--- config.mk ---
export PLATFORM = sky130hd
export DESIGN_NAME = trace_addr_gen
export DESIGN_NICKNAME = d
export VERILOG_FILES = /design/src/rtl/trace_addr_gen_pkg.sv /design/src/rtl/trace_lfsr.sv /design/src/rtl/trace_addr_gen.sv
export SDC_FILE = /design/constraint.sdc
export NUM_CORES = 1
export LEC_CHECK = 0
export CORE_MARGIN = 2
export CORE_UTILIZATION = 51
export CTS_BUF_LIST = sky130_fd_sc_hd__clkbuf_2 sky130_fd_sc_hd__clkbuf_4 sky130_fd_sc_hd__clkbuf_8
export DETAILED_ROUTE_END_ITERATION = 8
export MAX_ROUTING_LAYER = met4
export PLACE_DENSITY = 0.84
export SYNTH_ARGS = -nofsm -noshare
export SYNTH_HDL_FRONTEND = slang
export SYNTH_HIERARCHICAL = 1
export SYNTH_SLANG_ARGS = --single-unit
--- constraint.sdc ---
create_clock -name clk_41 -period 2.7 [get_ports clk_41]
set_input_delay 0.54 -clock clk_41 [delete_from_list [all_inputs] [get_ports clk_41]]
set_output_delay 0.54 -clock clk_41 [all_outputs]
set_load 0.005 [all_outputs]
--- src/rtl/trace_addr_gen_pkg.sv ---
// Shared definitions for the trace address generator.
// Holds the address width, access-mode and FSM-state encodings,
// and the LFSR seed, taps and step function.
package trace_addr_gen_pkg;

    localparam int ADDR_W = 31;

    typedef enum logic [1:0] {
        MODE_SEQ    = 2'b00,
        MODE_STRIDE = 2'b01,
        MODE_LOOP   = 2'b10,
        MODE_RANDOM = 2'b11
    } mode_e;

    typedef enum logic [1:0] {
        ST_IDLE  = 2'b00,
        ST_ISSUE = 2'b01,
        ST_DONE  = 2'b10
    } state_e;

    localparam logic [ADDR_W-1:0] LFSR_SEED  = 31'h0000_0001;
    localparam int                LFSR_TAP_A = 31;
    localparam int                LFSR_TAP_B = 28;

    // One Fibonacci step: shift left and feed the XOR of taps 31 and 28 into bit 0.
    function automatic logic [ADDR_W-1:0] lfsr_advance(input logic [ADDR_W-1:0] cur);
        return {cur[ADDR_W-2:0], cur[LFSR_TAP_A-1] ^ cur[LFSR_TAP_B-1]};
    endfunction

endpackage

--- src/rtl/trace_lfsr.sv ---
// 31-bit Fibonacci LFSR (taps 31,28) that steps once per enable pulse.
// Used only when trace_addr_gen is built with TRACE_RANDOM_EN.
module trace_lfsr
    import trace_addr_gen_pkg::*;
(
    input  logic              clk,
    input  logic              rst,
    input  logic              step,
    output logic [ADDR_W-1:0] state
);

    logic [ADDR_W-1:0] state_r;

    // Hold the LFSR state; reseed on reset, advance on each step.
    always_ff @(posedge clk) begin
        if (rst) begin
            state_r <= LFSR_SEED;
        end else if (step) begin
            state_r <= lfsr_advance(state_r);
        end
    end

    assign state = state_r;

endmodule

--- src/rtl/trace_addr_gen.sv ---
// Trace address generator: issues a run of addresses to a cache model with
// valid/ready handshaking in sequential, strided, loop or random mode.
// Optional feature macro TRACE_RANDOM_EN: when defined, mode 11 walks an LFSR;
// otherwise mode 11 behaves as sequential and no LFSR is built.
module trace_addr_gen
    import trace_addr_gen_pkg::*;
#(
    parameter int LINE_SIZE   = 16,
    parameter int SECTOR_SIZE = 512
) (
    input  logic              clk_41,
    input  logic              rst_41,
    input  logic              start_41,
    input  logic              abort_41,
    input  logic [1:0]        mode_41,
    input  logic [ADDR_W-1:0] base_41,
    input  logic [ADDR_W-1:0] stride_41,
    input  logic [ADDR_W-1:0] count_41,
    input  logic              ready_41,
    output logic [ADDR_W-1:0] adder_41,
    output logic              addr_valid_41,
    output logic              busy_41,
    output logic              done_41,
    output logic [ADDR_W-1:0] issued_41
);

    localparam logic [ADDR_W-1:0] ZERO        = {ADDR_W{1'b0}};
    localparam logic [ADDR_W-1:0] ONE         = ADDR_W'(1);
    localparam logic [ADDR_W-1:0] LINE_STEP   = ADDR_W'(LINE_SIZE);
    localparam logic [ADDR_W-1:0] SECTOR_MASK = ADDR_W'(SECTOR_SIZE - 1);

    state_e            state_r, state_nxt_s;
    mode_e             mode_r;
    logic [ADDR_W-1:0] base_r, stride_r, count_r;
    logic [ADDR_W-1:0] addr_r, issued_r, loop_off_r;
    logic              valid_r, busy_r, done_r;

    logic              xfer_s, last_s;
    logic [ADDR_W-1:0] addr_step_s, loop_off_nxt_s;

    assign xfer_s = (state_r == ST_ISSUE) && ready_41;
    assign last_s = xfer_s && ((issued_r + ONE) == count_r);

`ifdef TRACE_RANDOM_EN
    localparam logic [ADDR_W-1:0] LINE_MASK = ~ADDR_W'(LINE_SIZE - 1);

    logic [ADDR_W-1:0] lfsr_s;

    trace_lfsr u_lfsr (
        .clk   (clk_41),
        .rst   (rst_41),
        .step  (xfer_s && (mode_r == MODE_RANDOM)),
        .state (lfsr_s)
    );
`endif

    // Next-state decode for the IDLE / ISSUE / DONE controller.
    always_comb begin
        state_nxt_s = state_r;
        case (state_r)
            ST_IDLE: begin
                if (start_41) begin
                    if (count_41 != ZERO) begin
                        state_nxt_s = ST_ISSUE;
                    end else begin
                        state_nxt_s = ST_DONE;
                    end
                end else begin
                    state_nxt_s = ST_IDLE;
                end
            end
            ST_ISSUE: begin
                if (last_s || abort_41) begin
                    state_nxt_s = ST_DONE;
                end else begin
                    state_nxt_s = ST_ISSUE;
                end
            end
            ST_DONE: state_nxt_s = ST_IDLE;
            default: state_nxt_s = ST_IDLE;
        endcase
    end

    // Address that follows the current one once it has been transferred.
    always_comb begin
        loop_off_nxt_s = (loop_off_r + LINE_STEP) & SECTOR_MASK;
        addr_step_s    = addr_r + LINE_STEP;
        case (mode_r)
            MODE_SEQ:    addr_step_s = addr_r + LINE_STEP;
            MODE_STRIDE: addr_step_s = addr_r + stride_r;
            MODE_LOOP:   addr_step_s = base_r + loop_off_nxt_s;
`ifdef TRACE_RANDOM_EN
            MODE_RANDOM: addr_step_s = base_r + (lfsr_advance(lfsr_s) & LINE_MASK);
`else
            MODE_RANDOM: addr_step_s = addr_r + LINE_STEP;
`endif
            default:     addr_step_s = addr_r + LINE_STEP;
        endcase
    end

    // Run state, latched parameters, address/progress counters and registered flags.
    always_ff @(posedge clk_41) begin
        if (rst_41) begin
            state_r    <= ST_IDLE;
            mode_r     <= MODE_SEQ;
            base_r     <= ZERO;
            stride_r   <= ZERO;
            count_r    <= ZERO;
            addr_r     <= ZERO;
            issued_r   <= ZERO;
            loop_off_r <= ZERO;
            valid_r    <= 1'b0;
            busy_r     <= 1'b0;
            done_r     <= 1'b0;
        end else begin
            state_r <= state_nxt_s;
            valid_r <= (state_nxt_s == ST_ISSUE);
            busy_r  <= (state_nxt_s == ST_ISSUE);
            done_r  <= (state_nxt_s == ST_DONE);
            if ((state_r == ST_IDLE) && start_41) begin
                mode_r     <= mode_e'(mode_41);
                base_r     <= base_41;
                stride_r   <= stride_41;
                count_r    <= count_41;
                addr_r     <= base_41;
                issued_r   <= ZERO;
                loop_off_r <= ZERO;
            end else if (xfer_s) begin
                addr_r     <= addr_step_s;
                issued_r   <= issued_r + ONE;
                loop_off_r <= loop_off_nxt_s;
            end
        end
    end

    assign adder_41      = addr_r;
    assign addr_valid_41 = valid_r;
    assign busy_41       = busy_r;
    assign done_41       = done_r;
    assign issued_41     = issued_r;

endmodule

==> flow_summary.yaml <==
# physical design summary
layout:
  logic_gate_count: 1066
  clock_buffers: 19
  sh_comb_area: 0.499
  flops: 166
  final_nets: 1706
  flop_area_sq_um: 3350
  clock_area_frac: 0.0301
  inverters: 20
  layout-drive-gt1-share: 0.156
  nFillCells: 1513
  antenna_cells: 0
  lay_top_count: "nand2_1"
  nNonClkBuffers: 293
  sh_seq_area: 0.245
  final-comb-area_sq_um: 6810
logic_synthesis:
  mux_share: 0.00298
  ys_sh_simple: 0.250
  ys_sh_aoi: 0.207
  yosysCellCount: 1322
  synth.avg_cell_area_sq_um: 7.62
  yosys.area_share.xor_xnor: 0.121
  topCellsByArea: "dfxtp_1, nand2_1, a21oi_1, xnor2_1, xor2_1"
  synth_area_sq_um: 10100
  synth_top_cell_by_count: "nand2_1"
  fp_nets: 1464
  synthDistinctLibCells: 71
  flop_cell: "dfxtp_1"
  top_cells_by_count: "nand2_1, dfxtp_1, a21oi_1"
  adder_share: 0.0537
  edf_count: 0
drt:
  vias: 11000
  drt-total-wl_um: 32500
  wl_per_cell_um: 17.6
  ant_nets: 0
  dr_wl_met3_um: 3100
  drc: 0
  wl_met1_um: 13400
  firstDrtPassIters: 6
sta:
  fin_crit_sh: 1.05
  layout_min_cycle_time_ns: 2.84
  rsz0062_at_grt: "yes"
  setup_viol: 8
  hold_viol_final: 0
  fin_ws_ns: -0.140
  worst_slew_pin_slew_ns: 0.578
grt:
  grt-ovfl-total: 0
  grtUsageMet1: 0.385
  top_usage_layer: "met2"
  grt.met3_usage: 0.0513
  grt_pass1_wl_um: 48800
  grt_pass1_vias: 9962
  grt_usage: 0.303
run:
  warning_count: 29
  max-cap-violations: 0
worst_setup_path:
  crit_required_ns: 3.07
  critPathMaxStageDelay_ns: 0.35
  cp_max_fo: 3
  reg2regPathDepth: 14
  cp_common_cell: "buf_4"
  critPathTopFamily: "AND-OR/OR-AND gates"
  crit_path_start_kind: "flip-flop"
  reg2reg_to: "adder_41[28]$_SDFFE_PP0P_"
  crit_buf_inv: 3
  startpoint: "stride_r[0]$_SDFFE_PP0P_"
  crit_end: "adder_41[28]$_SDFFE_PP0P_"
  path_cells: "ha_4 -> inv_2 -> fa_2 -> nor2b_2 -> o31a_1 -> o31ai_4 -> o21ai_2 -> buf_4 -> a211o_1 -> a221oi_2 -> buf_4 -> o21bai_1 -> a2bb2oi_2 -> o41ai_2"
clock_tree:
  cts_tree: "built"
  cts.path.max_buffers: 2
  cts.clk_slew.worst_paths_ns: 0.09
  cts_sinks: 166
  htree_levels: 4
  cts_made_buffers: 17
placed_design:
  place.detailed.hpwl_um: 22600
  post-place-cells: 1789
  portBuffers: 164
  place.gp.congestion: 0.979
hold_path:
  min_from: "stride_r[25]$_SDFFE_PP0P_"
  holdPathEnd: "stride_r[25]$_SDFFE_PP0P_"
power_and_ir_drop:
  power.group.top: "registers"
  p_per_area_nw_per_um2: 438
  power.total_uw: 5980
  ir_drop_v: 0.000385
  pwr.group.sequential_uw: 2710
  combPwrFrac: 0.228
die:
  dieArea_sq_um: 20900
  ioPinCount: 165
outcome:
  violations: "setup timing"
  status: "finished, violations left"
-- kinds of logic after synthesis --
| group | count (synthesis) |
|---|---|
| AND-OR/OR-AND | 338 |
| XOR/XNOR | 139 |
| buffers and inverters | 90 |
| adder cells (fa/ha/maj) | 42 |
| AND/OR/NAND/NOR | 544 |
| flip-flops | 166 |
| multiplexers | 3 |
-- repair_timing --
| action | in CTS | in global routing |
|---|---|---|
| setup endpoints to repair | 18 | 25 |
| gates resized | 30 | 47 |
| pin swaps | 20 | 43 |
| setup buffers | 10 | 12 |
-- stage by stage --
stage | instance area [sq um] | hold slack, ns
global placement | 12700 | 0.448
global route | 13700 | 0.484
finish | 13700 | 0.465
floorplan | 10200 | 0.432
detailed placement | 12700 | 0.452
CTS | 13300 | 0.464
### Floorplan with the power grid

Drawn at 2 px/um. Pins as bars on the die edge.
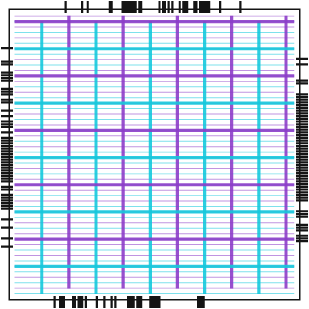
color	net
cyan	VSS
purple	VDD
met5 straps	10
met1 rails	52
rows	51

### Placed cells, one color a class

Drawn at 3 px/um. Fill, decap, tap and diode cells in gray.
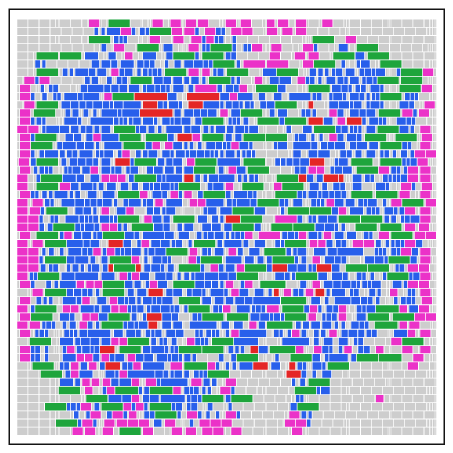
color	class	cells	share of their area
blue	remaining logic cells	1086	52%
red	clock drivers and dummy loads	32	3.1%
magenta	remaining buffers and delay cells	293	20%
green	sequential cells	166	25%
# rows: 51
final core occ: 0.704

### Clock distribution

Drawn at 4 px/um.
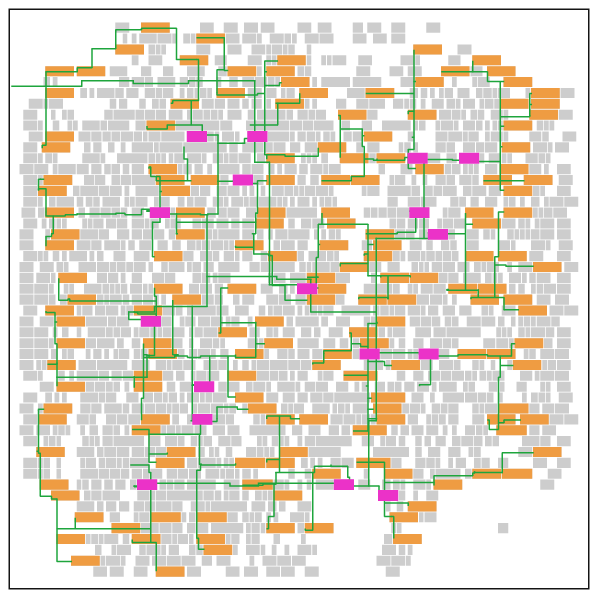
[green] clock wires | length: 2070 um
[orange] flip-flops | count: 166
[magenta] clock-net drivers | count: 17
flops lie	spread over the die
routed clock nets	18
clock-net power: 1910 uW
Clock power frac: 0.320
Insertion Delay late pin: 0.48 ns
clk_skew: 0.00968 ns

### Layout detail

Region (98, 98) to (118, 118) um. Cells in gray, sequential cells in the stronger gray; small squares are vias.
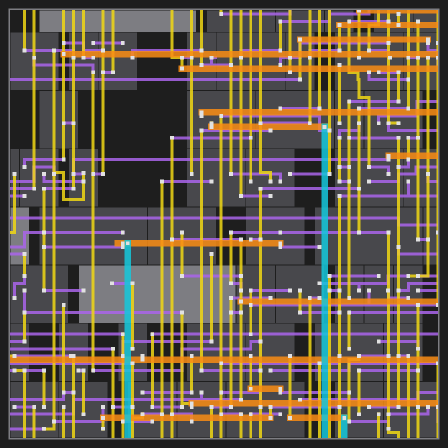
color	layer
orange	M3
cyan	M4
yellow	M2
purple	M1
most frequent	nand2_1 (6), xnor2_1 (4), nor2_1 (4)
cells with their middle in the window	42
sequential cells in the window	1
netlist names of flops here include	`issued_41` (1)

Power and IR drop assume default switching activity.
